flops_by_reg.png
Scale: 3 px per um. Other sequential cells in the stronger gray, the rest of the logic in the fainter gray.
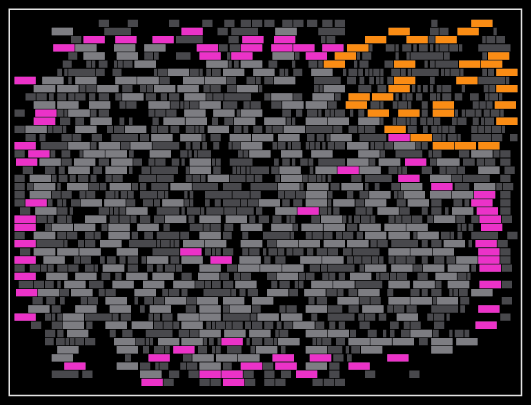
layer_met4.png
Scale: 3 px per um. Supply wires on this layer in gray.
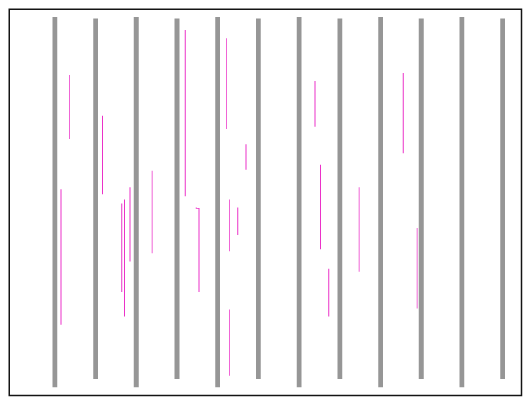
wires.png
Scale: 3 px per um. Only two layers are drawn.
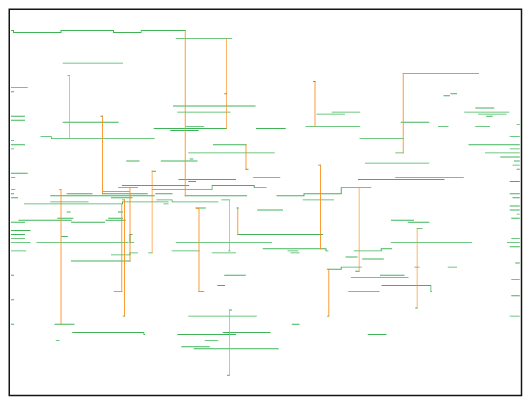
congestion.png
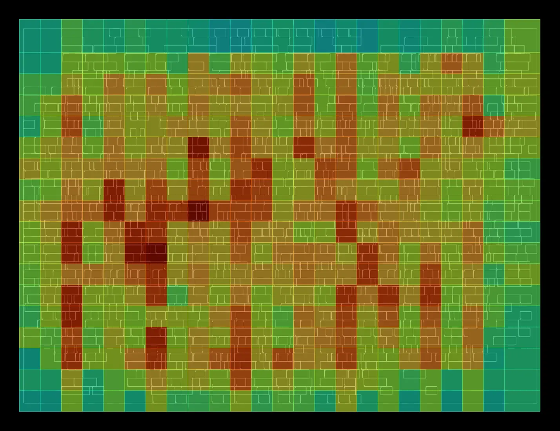
### config.mk
export PLATFORM = sky130hd
export DESIGN_NAME = led_frame_buffer
export DESIGN_NICKNAME = d
export VERILOG_FILES = /design/src/rtl/led_frame_buffer_pkg.sv /design/src/rtl/led_frame_buffer_blink_timer.sv /design/src/rtl/led_frame_buffer.sv
export SDC_FILE = /design/constraint.sdc
export NUM_CORES = 1
export LEC_CHECK = 0
export CORE_ASPECT_RATIO = 0.75
export CORE_UTILIZATION = 59
export CTS_CLUSTER_DIAMETER = 50
export DETAILED_ROUTE_END_ITERATION = 10
export PLACE_DENSITY = 0.84
export SLEW_MARGIN = 25
export SYNTH_ARGS = -nofsm -noshare
export SYNTH_HDL_FRONTEND = slang
export SYNTH_SLANG_ARGS = --single-unit
### constraint.sdc
create_clock -name clk -period 6.3 [get_ports clk]
set_input_delay 0.63 -clock clk [delete_from_list [all_inputs] [get_ports clk]]
set_output_delay 0.63 -clock clk [all_outputs]
set_load 0.02 [all_outputs]
### src/rtl/led_frame_buffer_pkg.sv
// Shared display definitions for the LED frame buffer:
// bank select encodings, frame geometry and blink timing default.
package led_frame_buffer_pkg;

    typedef enum logic {
        SEL_DATA  = 1'b0,
        SEL_BLINK = 1'b1
    } bank_sel_e;

    localparam int FRAME_BYTES = 8;
    localparam int FRAME_BITS  = FRAME_BYTES * 8;

    localparam int unsigned DEFAULT_BLINK_DIV = 32'd25000000;

    function automatic logic [FRAME_BITS-1:0] set_byte(
        input logic [FRAME_BITS-1:0] frame,
        input logic [2:0]            idx,
        input logic [7:0]            value
    );
        logic [FRAME_BITS-1:0] res;
        res = frame;
        res[{idx, 3'b000} +: 8] = value;
        return res;
    endfunction

endpackage

### src/rtl/led_frame_buffer_blink_timer.sv
// Free-running blink timer: counts 0..BLINK_DIV-1 and toggles
// its phase output each time the count wraps.
module blink_timer
    import led_frame_buffer_pkg::*;
#(
    parameter int unsigned BLINK_DIV = DEFAULT_BLINK_DIV
) (
    input  logic clk,
    input  logic resetn,
    output logic phase
);

    localparam logic [31:0] LAST = 32'(BLINK_DIV - 1);

    logic [31:0] cnt_q, cnt_d;
    logic        phase_q, phase_d;

    always_comb begin
        cnt_d   = cnt_q + 32'd1;
        phase_d = phase_q;
        if (cnt_q == LAST) begin
            cnt_d   = '0;
            phase_d = ~phase_q;
        end
    end

    always_ff @(posedge clk) begin
        if (!resetn) begin
            cnt_q   <= '0;
            phase_q <= 1'b0;
        end else begin
            cnt_q   <= cnt_d;
            phase_q <= phase_d;
        end
    end

    assign phase = phase_q;

endmodule

### src/rtl/led_frame_buffer.sv
// Double-buffered LED frame store: shadow banks are published to the
// active banks only on a serializer frame edge, with tear-free blinking.
module led_frame_buffer
    import led_frame_buffer_pkg::*;
#(
    parameter int unsigned BLINK_DIV = DEFAULT_BLINK_DIV
) (
    input  logic        clk,
    input  logic        resetn,
    input  logic        wr_en,
    input  logic        wr_sel,
    input  logic [2:0]  wr_addr,
    input  logic [7:0]  wr_data,
    input  logic        commit,
    input  logic        frame_done,
    output logic        busy,
    output logic        commit_done,
    output logic [31:0] data_0,
    output logic [31:0] data_1
);

    logic [FRAME_BITS-1:0] sh_data_q, sh_data_d;
    logic [FRAME_BITS-1:0] sh_blink_q, sh_blink_d;
    logic [FRAME_BITS-1:0] act_data_q, act_data_d;
    logic [FRAME_BITS-1:0] act_blink_q, act_blink_d;
    logic [FRAME_BITS-1:0] disp_q, disp_d;
    logic                  pending_q, pending_d;
    logic                  commit_done_q, commit_done_d;
    logic                  fd_q, fd_d;
    logic                  frame_phase_q, frame_phase_d;
    logic                  blink_phase;
    logic                  frame_edge;
    logic                  apply;

    blink_timer #(
        .BLINK_DIV(BLINK_DIV)
    ) u_blink_timer (
        .clk   (clk),
        .resetn(resetn),
        .phase (blink_phase)
    );

    always_comb begin
        frame_edge    = frame_done & ~fd_q;
        apply         = frame_edge & pending_q;
        sh_data_d     = sh_data_q;
        sh_blink_d    = sh_blink_q;
        act_data_d    = act_data_q;
        act_blink_d   = act_blink_q;
        pending_d     = pending_q;
        commit_done_d = apply;
        fd_d          = frame_done;
        frame_phase_d = frame_phase_q;

        if (wr_en) begin
            if (bank_sel_e'(wr_sel) == SEL_BLINK)
                sh_blink_d = set_byte(sh_blink_q, wr_addr, wr_data);
            else
                sh_data_d = set_byte(sh_data_q, wr_addr, wr_data);
        end

        // Copy reads the pre-write shadow; a same-cycle write waits for the next commit.
        if (apply) begin
            act_data_d  = sh_data_q;
            act_blink_d = sh_blink_q;
            pending_d   = 1'b0;
        end else if (commit) begin
            pending_d = 1'b1;
        end

        if (frame_edge)
            frame_phase_d = blink_phase;

        disp_d = act_data_q & ~(act_blink_q & {FRAME_BITS{frame_phase_q}});
    end

    always_ff @(posedge clk) begin
        if (!resetn) begin
            sh_data_q     <= '0;
            sh_blink_q    <= '0;
            act_data_q    <= '0;
            act_blink_q   <= '0;
            disp_q        <= '0;
            pending_q     <= 1'b0;
            commit_done_q <= 1'b0;
            fd_q          <= 1'b0;
            frame_phase_q <= 1'b0;
        end else begin
            sh_data_q     <= sh_data_d;
            sh_blink_q    <= sh_blink_d;
            act_data_q    <= act_data_d;
            act_blink_q   <= act_blink_d;
            disp_q        <= disp_d;
            pending_q     <= pending_d;
            commit_done_q <= commit_done_d;
            fd_q          <= fd_d;
            frame_phase_q <= frame_phase_d;
        end
    end

    assign busy        = pending_q;
    assign commit_done = commit_done_q;
    assign data_0      = disp_q[63:32];
    assign data_1      = disp_q[31:0];

endmodule

==> reports/results.ini <==
[layout]
largest_class = sequential cells
area.combinational_sq_mm = 0.00509
clock_area_share_pct = 7.89
flop-count = 357
regArea_sq_mm = 0.00715
seq_share_pct = 48.9
lay_top_count = dfxtp_1
final_util_pct = 71.1
fillers = 1461
layout-drive-gt1-share_pct = 6.64

[hold_path]
min_path_cells = 1
worstHoldPathType = reg2reg

[power_and_ir_drop]
ir_worst_vdd_mv = 0.274
clkPwrFrac_pct = 45.9
p_leak_uw = 0.00519
pg_clk_uw = 2060
switchingPower_uw = 929
p_per_area_mw_per_mm2 = 307

[floorplanning]
rows = 45
chipWidth_um = 170
core-area_sq_mm = 0.0206

[worst_setup_path]
worstSetupPathType = in2reg
crit_required_ns = 6.67
cp-start-kind = primary input
arrival_ns = 3.78
endpoint_kind = flop
cp_num_buf_inv = 2

[placement]
port_buffers = 82
routabilityCongestion = 0.796
placed_cell_area_sq_mm = 0.0135

[timing]
hold_ws_ns = 0.425
skew_ns = 0.0131
totalNegativeSetupSlack_ns = 0
max_freq_ghz = 0.294
fin_ws_ns = 2.90
rsz0062_at_grt = no
slew_viol_final = 0

[cts]
cts_tree = built
cts_setup_buffers = 0
insertion_delay_ns = 0.51
htree_levels = 2
path_clk_slew_ns = 0.06
cts_resized = 0
max-clock-path-buffers = 3

[logic_synthesis]
edf_count = 0
largest_area_cell = dfxtp_1
yosys.cell_count.top_type = dfxtp_1
synthFlopType = dfxtp_1
synthAoiAreaFrac_pct = 13.1
yosysSeqAreaShare_pct = 57.0

[route]
via_per_inst = 5.64
remaining_drc_errors = 0
wl_met3_um = 1510
routed-wl-met2_um = 11900
drt_iter0_markers = 774

[global_route]
grt_pass1_vias = 8120

[job]
drv_cap = 0

[run_status]
status = complete, no violations

Notes on flops_by_reg.png above:
Magenta shows disp_q, placed flops 64, where widely spread. Orange shows u_blink_timer.cnt_q, placed flops 32, where top right.

Notes on layer_met4.png above:
15 nets have wire on it. The wires run mostly vertical. The layer carries 520 um of wire.
final wirelength: 26400 um
via count: 8474

Notes on wires.png above:
Orange shows metal 4, wire length 520 um. Green shows metal 3, wire length 1510 um.
gr usage total: 24.4%
WL per Instance: 17.6 um

Notes on congestion.png above:
met2 Usage GRT: 38.1%
grt peak-use layer: met2

[registers in the layout, summed over array words and instances (netlist names)]
register / count
act_data_q: 64
commit_done: 1
frame_phase_q: 1
sh_blink_q: 64
disp_q: 64
sh_data_q: 64
busy: 1
fd_q: 1
u_blink_timer.cnt_q: 32
u_blink_timer.phase: 1
act_blink_q: 64
[final timing paths]
check / from / end / slack [ns]
worst max-delay path: wr_addr[0] / sh_data_q[2] / 2.90
worst min-delay path: act_blink_q[13] / disp_q[13] / 0.43
worst max register to register: fd_q / act_data_q[50] / 3.76
worst min register to register: act_blink_q[13] / disp_q[13] / 0.43
[worst register-to-register path: cells and delay by family (launching register included)]
family	cells	cell delay, ns
flip-flops	1	0.30
AND/OR/NAND/NOR	2	1.21
AND-OR/OR-AND	1	0.25
buffers and inverters	1	0.73
